==> config.mk <==
export PLATFORM = sky130hd
export DESIGN_NAME = vga_frame_buffer_ctrl
export DESIGN_NICKNAME = d
export VERILOG_FILES = /design/src/rtl/vga_frame_buffer_ctrl.sv
export SDC_FILE = /design/constraint.sdc
export NUM_CORES = 1
export LEC_CHECK = 0
export CAP_MARGIN = 5
export CORE_UTILIZATION = 56
export DETAILED_ROUTE_END_ITERATION = 6
export DONT_BUFFER_PORTS = 1
export PLACE_DENSITY = 0.85
export SYNTH_ARGS = -nofsm -noshare
export SYNTH_HDL_FRONTEND = slang
export SYNTH_SLANG_ARGS = --single-unit
export TNS_END_PERCENT = 50
==> constraint.sdc <==
create_clock -name clk -period 2.1 [get_ports clk]
set_input_delay 0.42 -clock clk [delete_from_list [all_inputs] [get_ports clk]]
set_output_delay 0.42 -clock clk [all_outputs]
set_load 0.05 [all_outputs]
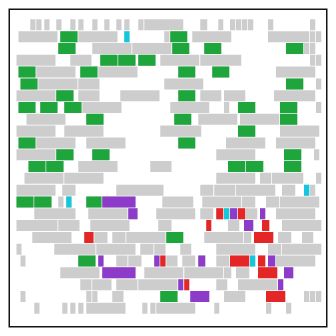
(images/gate_families.png)
| family | color | cells |
|---|---|---|
| multiplexers | green | 42 |
| inverters | cyan | 5 |
| NOR gates | red | 12 |
| NAND gates | purple | 14 |
most used logic cell in the final layout: dfrtp_1
logic share of the area: 33.2%

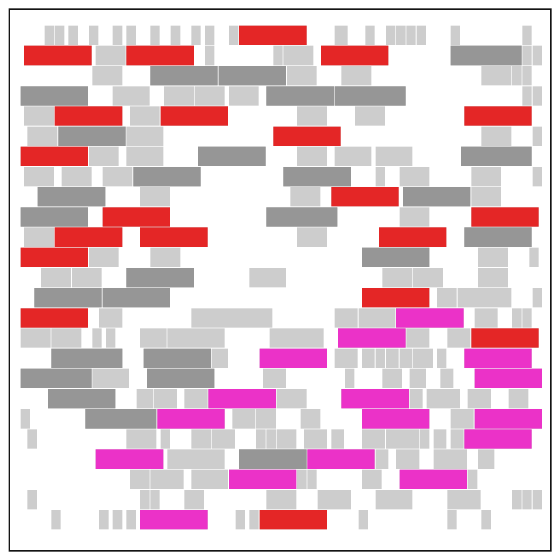
(images/registers.png)
Other sequential cells in the stronger gray, the rest of the logic in the fainter gray.
| name in the netlist | color | placed flops |
|---|---|---|
| frame_count | magenta | 16 |
| front_offset | red | 20 |
flop share of the area: 52.9%
Flop area: 1590 um2
sequential power: 1410 uW

==> results.tsv <==
metric	value	unit
Cell Type Count	21	
Critical Path Fanout Max	5	
OpenROAD warning count	52	
TritonCTS clock tree	done	
Root Buffer	clkbuf_8	
worst vdd ir	0.583	mV
Power Total	3070	uW
top-count cell post-synth	dfrtp_1	
Top area cell types	dfrtp_1, mux2_2, buf_4	
multiplexer share of the synthesized area	16.8	%
layout cell share with drive strength beyond 1	34.9	%
skew final	0.00288	ns
Worst Hold Class	primary input to asynchronous set/reset pin	
fmax	682	MHz
initial antenna violation count	0	
Worst Hold Slack	0.0302	ns
std cell rows	25	
Setup Fix Bufs, Post-CTS	0	
Die Span Y	72.8	um
synthesized area	2810	um2
Max Slew Vio Count	0	
CTS buffer count	9	
grt total ovfl	0	
CTS-repair resized insts	0	
Clock transition at path regs	0.06	ns
hpwl dp	2830	um
via count	1433	
Die Size	5300	um2
largest net degree at the start of global routing	41	
DRT Wirelength	4110	um
DR pass1 iterations	4	
Max-Cap Viols	0	
Placed Instances	280	
P per Cell Area	1030	nW/um2
clock buffer depth	2	
first-pass GRT wire length	6440	um
Core ar.	4790	um2
clk latency late pin	0.33	ns
min cycle time layout	1.47	ns
status	complete, no violations	
area leader, netlist	dfrtp_1	
via-per-instance ratio	4.84	
Crit path required time	1.68	ns
GRT Total Usage	16.7	%
simple share	6.87	%
[power breakdown]
part,internal [uW],total (uW),switching (uW)
Clock,575,1010,434
Sequential,1290,1410,122
Combinational,148,657,509
[placed cells by master, fill, tap and decap left out, drive strengths merged]
master,Yosys,layout
xor2,10,10
buf,52,13
inv,5,5
nor2b,1,1
ha,1,1
clkbuf,0,12
nor3,4,4
nand2,6,6
mux2,41,41
dfrtp,56,56
bufinv,0,1
mux2i,1,1
nor2,3,3
nor4,4,4
xnor2,6,6
dfstp,7,7
clkinv,0,3
nand3,3,3
conb,1,47
nand4,5,5
[kinds of logic after synthesis]
kind of cell               after synthesis
other                                    1
and+or+nand+nor                         26
buffers and inverters                   57
DFF                                     63
muxes                                   42
adders and majority gates                1
xor gates and xnor gates                16
[final cells by class]
cell class              count  area [um2]  share of cell area, %
multi-input cells         132         996                   33.2
repair buffers             13         123                   4.09
clock inverters             4        45.0                   1.50
clock buffers              12         145                   4.84
inverters                   5        18.8                  0.626
flip-flops and latches     63        1590                   52.9
well taps                  67        83.8                   2.80
[metal layers]
layer	track usage, %	vias to the layer above	part of all wire (%)
met5	0	-	0
li1	-	631	-
met2	25.3	66	47
met4	7.84	0	1.8
met1	19.4	726	41
met3	8.98	10	9.4
[worst register-to-register path, stage by stage (launching register included)]
cell and delay, ns:
dfrtp_1 0.50, nand2_2 0.19, buf_12 0.24, mux2_2 0.38
[metrics by stage]
step	instance area (um2)	setup slack [ns]	utilization, %
CTS	3000	0.614	62.6
global placement	2810	0.694	58.6
detailed placement	2810	0.661	58.6
global route	3000	0.549	62.6
floorplan	2980	0.122	-
finish	3000	0.633	62.6
Power and IR drop assume default switching activity.
